--- src/rtl/rv32i_pkg.sv ---
// rtl/rv32i_pkg.sv - shared encodings and decode helpers for the RV32I multicycle controller
package rv32i_pkg;

    typedef enum logic [3:0] {
        ALU_ADD = 4'b0000,
        ALU_SUB = 4'b0001,
        ALU_AND = 4'b0010,
        ALU_OR  = 4'b0011,
        ALU_XOR = 4'b0100,
        ALU_SLT = 4'b0101,
        ALU_SLL = 4'b0110,
        ALU_SRL = 4'b0111,
        ALU_SRA = 4'b1000
    } alu_ctrl_e;

    typedef enum logic [2:0] {
        IMM_I = 3'b000,
        IMM_S = 3'b001,
        IMM_B = 3'b010,
        IMM_J = 3'b011,
        IMM_U = 3'b100
    } imm_src_e;

    localparam logic [6:0] OP_LOAD   = 7'b0000011;
    localparam logic [6:0] OP_STORE  = 7'b0100011;
    localparam logic [6:0] OP_RTYPE  = 7'b0110011;
    localparam logic [6:0] OP_ITYPE  = 7'b0010011;
    localparam logic [6:0] OP_BRANCH = 7'b1100011;
    localparam logic [6:0] OP_JAL    = 7'b1101111;
    localparam logic [6:0] OP_JALR   = 7'b1100111;
    localparam logic [6:0] OP_LUI    = 7'b0110111;
    localparam logic [6:0] OP_AUIPC  = 7'b0010111;

    // Controller states; the numeric values carry no meaning beyond uniqueness.
    localparam logic [3:0] S_FETCH    = 4'd0;
    localparam logic [3:0] S_DECODE   = 4'd1;
    localparam logic [3:0] S_MEMADR   = 4'd2;
    localparam logic [3:0] S_MEMREAD  = 4'd3;
    localparam logic [3:0] S_MEMWB    = 4'd4;
    localparam logic [3:0] S_MEMWRITE = 4'd5;
    localparam logic [3:0] S_EXECR    = 4'd6;
    localparam logic [3:0] S_EXECI    = 4'd7;
    localparam logic [3:0] S_ALUWB    = 4'd8;
    localparam logic [3:0] S_LUI      = 4'd9;
    localparam logic [3:0] S_AUIPC    = 4'd10;
    localparam logic [3:0] S_BRANCH   = 4'd11;
    localparam logic [3:0] S_JALRADR  = 4'd12;
    localparam logic [3:0] S_JAL      = 4'd13;
    localparam logic [3:0] S_ILLEGAL  = 4'd14;

    localparam logic [1:0] RES_ALUOUT    = 2'b00;
    localparam logic [1:0] RES_DATA      = 2'b01;
    localparam logic [1:0] RES_ALURESULT = 2'b10;

    localparam logic [1:0] SRCA_PC    = 2'b00;
    localparam logic [1:0] SRCA_OLDPC = 2'b01;
    localparam logic [1:0] SRCA_RS1   = 2'b10;
    localparam logic [1:0] SRCA_ZERO  = 2'b11;

    localparam logic [1:0] SRCB_RS2   = 2'b00;
    localparam logic [1:0] SRCB_IMM   = 2'b01;
    localparam logic [1:0] SRCB_FOUR  = 2'b10;

    // True when the core implements this op/funct combination. Unsigned compares,
    // unsigned branches, non-word memory accesses and the reserved SLLI form are rejected.
    function automatic logic instr_legal(input logic [6:0] op, input logic [2:0] funct3,
                                         input logic funct7b5);
        case (op)
            OP_LOAD, OP_STORE: return funct3 == 3'b010;
            OP_RTYPE:          return funct3 != 3'b011;
            OP_ITYPE:          return (funct3 != 3'b011) && !((funct3 == 3'b001) && funct7b5);
            OP_BRANCH:         return (funct3 == 3'b000) || (funct3 == 3'b001) ||
                                      (funct3 == 3'b100) || (funct3 == 3'b101);
            OP_JAL, OP_JALR, OP_LUI, OP_AUIPC: return 1'b1;
            default:           return 1'b0;
        endcase
    endfunction

endpackage

--- src/rtl/rv32i_alu_dec.sv ---
// rtl/rv32i_alu_dec.sv - funct3/funct7b5 to ALUControl decode for R-type and I-type ALU ops
module rv32i_alu_dec
    import rv32i_pkg::*;
(
    input  logic [2:0] funct3,
    input  logic       funct7b5,
    input  logic       is_rtype,
    output logic [3:0] alu_control
);

    // funct7b5 selects SUB only for register ops (for addi it is immediate bits),
    // but selects SRA for both shift forms.
    always_comb begin
        alu_control = ALU_ADD;
        case (funct3)
            3'b000:  alu_control = (is_rtype && funct7b5) ? ALU_SUB : ALU_ADD;
            3'b001:  alu_control = ALU_SLL;
            3'b010:  alu_control = ALU_SLT;
            3'b100:  alu_control = ALU_XOR;
            3'b101:  alu_control = funct7b5 ? ALU_SRA : ALU_SRL;
            3'b110:  alu_control = ALU_OR;
            3'b111:  alu_control = ALU_AND;
            default: alu_control = ALU_ADD;
        endcase
    end

endmodule

--- src/rtl/rv32i_mc_controller.sv ---
// rtl/rv32i_mc_controller.sv - multicycle control FSM for the RV32I core
module rv32i_mc_controller
    import rv32i_pkg::*;
(
    input  logic       clk,
    input  logic       reset,
    input  logic [6:0] op,
    input  logic [2:0] funct3,
    input  logic       funct7b5,
    input  logic       Zero,
    output logic       PCWrite,
    output logic       AdrSrc,
    output logic       MemWrite,
    output logic       IRWrite,
    output logic       RegWrite,
    output logic [1:0] ResultSrc,
    output logic [1:0] ALUSrcA,
    output logic [1:0] ALUSrcB,
    output logic [2:0] ImmSrc,
    output logic [3:0] ALUControl,
    output logic       Illegal
);

    logic [3:0] state;
    logic [3:0] state_next;
    logic [3:0] dec_alu;
    logic       is_rtype;

    assign is_rtype = (state == S_EXECR);

    rv32i_alu_dec u_alu_dec (
        .funct3      (funct3),
        .funct7b5    (funct7b5),
        .is_rtype    (is_rtype),
        .alu_control (dec_alu)
    );

    // State register; reset always restarts at FETCH.
    always_ff @(posedge clk) begin
        if (reset) begin
            state <= S_FETCH;
        end else begin
            state <= state_next;
        end
    end

    // Next-state logic; all legality decisions are taken in DECODE.
    always_comb begin
        state_next = state;
        case (state)
            S_FETCH:    state_next = S_DECODE;
            S_DECODE: begin
                if (!instr_legal(op, funct3, funct7b5)) begin
                    state_next = S_ILLEGAL;
                end else begin
                    case (op)
                        OP_LOAD, OP_STORE: state_next = S_MEMADR;
                        OP_RTYPE:          state_next = S_EXECR;
                        OP_ITYPE:          state_next = S_EXECI;
                        OP_BRANCH:         state_next = S_BRANCH;
                        OP_JAL:            state_next = S_JAL;
                        OP_JALR:           state_next = S_JALRADR;
                        OP_LUI:            state_next = S_LUI;
                        OP_AUIPC:          state_next = S_AUIPC;
                        default:           state_next = S_ILLEGAL;
                    endcase
                end
            end
            S_MEMADR:   state_next = (op == OP_STORE) ? S_MEMWRITE : S_MEMREAD;
            S_MEMREAD:  state_next = S_MEMWB;
            S_MEMWB:    state_next = S_FETCH;
            S_MEMWRITE: state_next = S_FETCH;
            S_EXECR:    state_next = S_ALUWB;
            S_EXECI:    state_next = S_ALUWB;
            S_ALUWB:    state_next = S_FETCH;
            S_LUI:      state_next = S_ALUWB;
            S_AUIPC:    state_next = S_ALUWB;
            S_BRANCH:   state_next = S_FETCH;
            S_JALRADR:  state_next = S_JAL;
            S_JAL:      state_next = S_ALUWB;
            S_ILLEGAL:  state_next = S_ILLEGAL;
            default:    state_next = S_FETCH;
        endcase
    end

    // Per-state datapath controls; held at idle values while reset is asserted so
    // an abandoned instruction can never complete a write.
    always_comb begin
        PCWrite    = 1'b0;
        AdrSrc     = 1'b0;
        MemWrite   = 1'b0;
        IRWrite    = 1'b0;
        RegWrite   = 1'b0;
        ResultSrc  = RES_ALUOUT;
        ALUSrcA    = SRCA_PC;
        ALUSrcB    = SRCB_RS2;
        ImmSrc     = IMM_I;
        ALUControl = ALU_ADD;
        Illegal    = 1'b0;
        if (!reset) begin
            case (state)
                S_FETCH: begin
                    IRWrite   = 1'b1;
                    PCWrite   = 1'b1;
                    ALUSrcB   = SRCB_FOUR;
                    ResultSrc = RES_ALURESULT;
                end
                S_DECODE: begin
                    // Branch target (or jal target) is precomputed into ALUOut here.
                    ALUSrcA = SRCA_OLDPC;
                    ALUSrcB = SRCB_IMM;
                    ImmSrc  = (op == OP_JAL) ? IMM_J : IMM_B;
                end
                S_MEMADR: begin
                    ALUSrcA = SRCA_RS1;
                    ALUSrcB = SRCB_IMM;
                    ImmSrc  = (op == OP_STORE) ? IMM_S : IMM_I;
                end
                S_MEMREAD: begin
                    AdrSrc = 1'b1;
                end
                S_MEMWB: begin
                    ResultSrc = RES_DATA;
                    RegWrite  = 1'b1;
                end
                S_MEMWRITE: begin
                    AdrSrc   = 1'b1;
                    MemWrite = 1'b1;
                end
                S_EXECR: begin
                    ALUSrcA    = SRCA_RS1;
                    ALUControl = dec_alu;
                end
                S_EXECI: begin
                    ALUSrcA    = SRCA_RS1;
                    ALUSrcB    = SRCB_IMM;
                    ALUControl = dec_alu;
                end
                S_ALUWB: begin
                    RegWrite = 1'b1;
                end
                S_LUI: begin
                    ALUSrcA = SRCA_ZERO;
                    ALUSrcB = SRCB_IMM;
                    ImmSrc  = IMM_U;
                end
                S_AUIPC: begin
                    ALUSrcA = SRCA_OLDPC;
                    ALUSrcB = SRCB_IMM;
                    ImmSrc  = IMM_U;
                end
                S_BRANCH: begin
                    // SUB for eq/ne, SLT for lt/ge; Zero is then read as equal or not-less.
                    ALUSrcA    = SRCA_RS1;
                    ALUControl = funct3[2] ? ALU_SLT : ALU_SUB;
                    case (funct3)
                        3'b000, 3'b101: PCWrite = Zero;
                        default:        PCWrite = !Zero;
                    endcase
                end
                S_JALRADR: begin
                    ALUSrcA = SRCA_RS1;
                    ALUSrcB = SRCB_IMM;
                end
                S_JAL: begin
                    // PC takes the target held in ALUOut while the ALU forms the link value.
                    ALUSrcA = SRCA_OLDPC;
                    ALUSrcB = SRCB_FOUR;
                    PCWrite = 1'b1;
                end
                S_ILLEGAL: begin
                    Illegal = 1'b1;
                end
                default: begin
                    Illegal = 1'b0;
                end
            endcase
        end
    end

endmodule

--- config.mk ---
export PLATFORM = sky130hd
export DESIGN_NAME = rv32i_mc_controller
export DESIGN_NICKNAME = d
export VERILOG_FILES = /design/src/rtl/rv32i_pkg.sv /design/src/rtl/rv32i_alu_dec.sv /design/src/rtl/rv32i_mc_controller.sv
export SDC_FILE = /design/constraint.sdc
export NUM_CORES = 1
export LEC_CHECK = 0
export ABC_AREA = 1
export CORE_ASPECT_RATIO = 1.1
export CORE_MARGIN = 2
export CORE_UTILIZATION = 45
export DETAILED_ROUTE_END_ITERATION = 12
export PLACE_DENSITY = 0.93
export SLEW_MARGIN = 20
export SYNTH_ARGS = -nofsm -noshare
export SYNTH_HDL_FRONTEND = slang
export SYNTH_SLANG_ARGS = --single-unit
--- constraint.sdc ---
create_clock -name clk -period 4.25 [get_ports clk]
set_input_delay 1.0625 -clock clk [delete_from_list [all_inputs] [get_ports clk]]
set_output_delay 1.0625 -clock clk [all_outputs]
set_load 0.01 [all_outputs]
==> qor.yml <==
power:
  clkPwrFrac_pct: 9.8
  p_leak_nw: 0.4943
  finalPower_mw: 0.5369
  sequentialPowerShare_pct: 16.6
  powerClk_mw: 0.0527
  vdd_drop_max_mv: 0.3361
  switching_share_pct: 51.98
  power_switching_mw: 0.2791
  maxPowerGroup: "combinational cells"
placement:
  place_ws_ns: 0.2217
  routabilityCongestion: 0.8899
  portBuffers: 32
  hpwl_mm: 2.005
  placed_cells_incl_taps: 199
floorplan:
  io_pins: 33
  tapCellCount: 18
  chipHeight_um: 48.52
  chip_area_um2: 2158
  num_rows: 16
  coreArea_um2: 1742
cells_and_area:
  finalNonFillerCells: 202
  antenna_cells: 0
  final_area_um2: 1175
  nets: 200
  ff_count: 4
  comb_share_pct: 52.50
  fill_cells: 156
  nNonClkBuffers: 34
  top_regs: "state (4)"
  logic_gate_count: 117
  area_growth_pct: 44.91
  final_layout_size_suffix_gt1_share_pct: 19.57
  largest_register_ffs: 4
  seqCellArea_um2: 80.08
  nClkBuffers: 3
detailed_routing:
  firstDrtPassIters: 5
  via_per_inst: 5.554
  drtIter0Drc: 55
sta:
  relSlewSlack_pct: 79.15
  period_used_pct: 95.03
  fin_setup_tns_ns: 0
  skew_ns: 0.01095
  grt_setup_unrepaired: "false"
  timing.final.crit_period_ns: 4.039
  maxSlewViolCount: 0
  worst_pin_slew_ns: 0.3104
grt:
  first_global_vias: 1085
  grt_pass1_wl_mm: 4.222
  antenna_found_initial: 0
  grt-ovfl-total: 0
logic_synthesis:
  ys_types: 26
  syn_area_per_cell_um2: 5.405
  syn_nets: 164
  syn_area_um2: 810.8
min_path:
  hold_path.class: "reg -> reg"
  holdPathEnd: "state[0]$_SDFF_PP0_"
  min_path_cells: 3
setup_path:
  path_cells: "clkdlybuf4s50_1 -> inv_1 -> nor2_1 -> inv_1 -> o22ai_1 -> nand3_1 -> o21ai_0 -> clkdlybuf4s50_1"
  reg2reg_depth: 8
  path_class: "in -> out"
  path_buffers: 4
  cpPeakStageDelay_ns: 0.59
  rr_endpoint: "state[0]$_SDFF_PP0_"
  cp-endpoint: "ALUControl[2]"
  regToRegSetupSlack_ns: 2.95
  timing.rr.start: "state[0]$_SDFF_PP0_"
cts:
  cts_resized: 0
  ctsHoldBuffers: 0
  cts_max_path_buffers: 2
  clk_pin_slew_ns: 0.05
  clkSinkCount: 4
  insertion_delay_ns: 0.25
  cts_root_buffer: "clkbuf_4"
  htreeDepth: 1
  cts_setup_buffers: 0
run_status:
  status: "completed"
flow_run:
  drv_cap: 0
## synth_stat cells
| cell type | number | area (µm²) |
|---|---|---|
| nor2_2 | 3 | 18.77 |
| nor3_4 | 1 | 16.27 |
| nor2_4 | 7 | 78.83 |
| inv_1 | 15 | 56.30 |
| a211oi_1 | 1 | 7.510 |
| buf_2 | 1 | 5.000 |
| nor3_2 | 1 | 10.01 |
| a31oi_1 | 2 | 12.51 |
| nor3_1 | 8 | 40.04 |
| dfxtp_1 | 4 | 80.08 |
| nand3_1 | 9 | 45.04 |
| nand2_1 | 27 | 101.4 |
| nor2_1 | 34 | 127.6 |
| a21oi_2 | 3 | 26.28 |
| xnor2_1 | 1 | 8.760 |
| a21oi_1 | 7 | 35.03 |
| o22ai_1 | 3 | 18.77 |
| inv_2 | 11 | 41.29 |
| o21a_1 | 1 | 7.510 |
| a41oi_1 | 1 | 8.760 |
| o21ai_1 | 1 | 5.000 |
| buf_1 | 1 | 3.750 |
| nand2_2 | 3 | 18.77 |
| buf_4 | 1 | 7.510 |
| nand3_2 | 2 | 20.02 |
| o21ai_0 | 2 | 10.01 |
## kinds of logic (layout without fill, tap and decap cells)
logic type | after synthesis | count (layout) | share of synthesized area, %
buffers and inverters | 29 | 63 | 14.04
xor gates and xnor gates | 1 | 1 | 1.080
and+or+nand+nor | 95 | 95 | 58.80
DFF | 4 | 4 | 9.877
AOI/OAI and AO/OA | 21 | 21 | 16.20
## cell usage in the layout (no fill, tap or decap), types with 2 or more instances in the layout
cell type,instances
clkdlybuf4s50_1,32
nand2_1,27
buf_4,2
a21oi_2,3
inv_1,15
a21oi_1,7
inv_2,11
nor3_1,8
nand3_1,9
nand3_2,2
nand2_2,3
nor2_2,3
nor2_1,34
o21ai_0,2
o22ai_1,3
dfxtp_1,4
clkbuf_4,3
a31oi_1,2
nor2_4,7
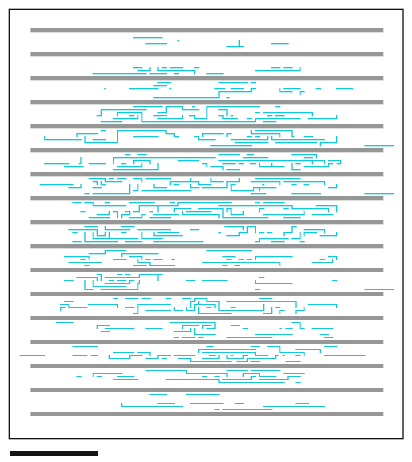
(M1 wires)
Scale bar: 10 µm. Supply wires on this layer in gray.
The wires run mostly horizontal. The longest straight run is 12.9 µm.

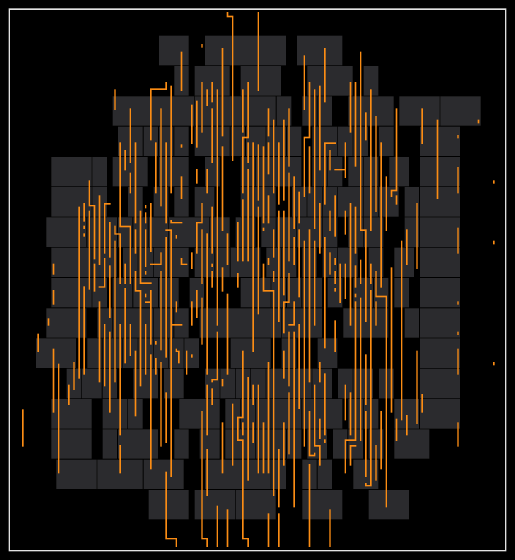
(the metal 2 layer)
Cells faint in the background.
The layer holds 52% of the routed length. The layer carries 1240 µm of wire. 169 nets have wire on it.
via count: 1122
met2 Resource Use GR: 43.72%
WL final: 2.404 mm

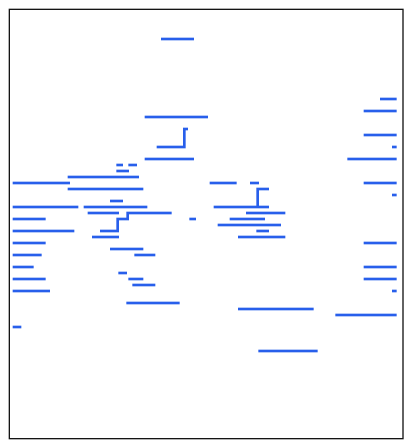
(M3 wires)
The wires run mostly horizontal. 46 nets have wire on it. The layer carries 202 µm of wire. The layer holds 8.4% of the routed length.

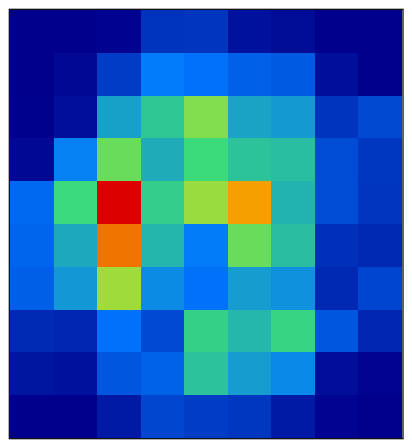
(routed metal per tile)
The die is cut into 9 by 10 equal tiles; dark blue is low, red is high, scaled to the fullest tile. Values are wire area over tile area, all layers added.
The emptiest ninth of the die: top left. The fullest tile reaches 0.81. 8.9% of the tiles are over half the peak. The mean over all tiles is 0.19.
Global Route Usage Sum: 25.13%
wire per inst: 11.90 µm

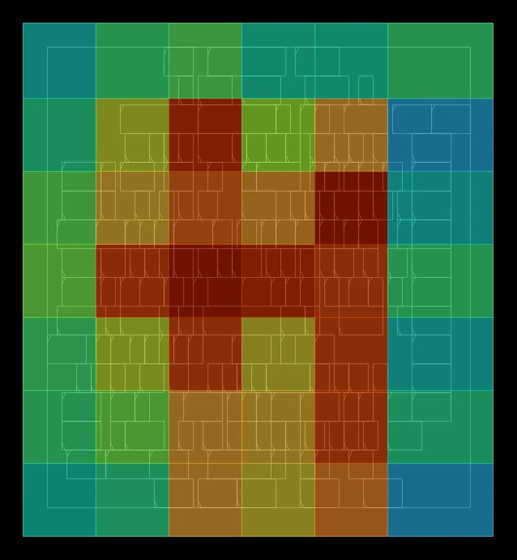
(track usage over the die)
share of the core filled with cells: 67.46%
most used routing layer: met2
GRT met1 Usage: 26.26%
GRT met3 Usage: 6.343%

Power figures rest on the tool's default switching activity, not on a simulated workload.
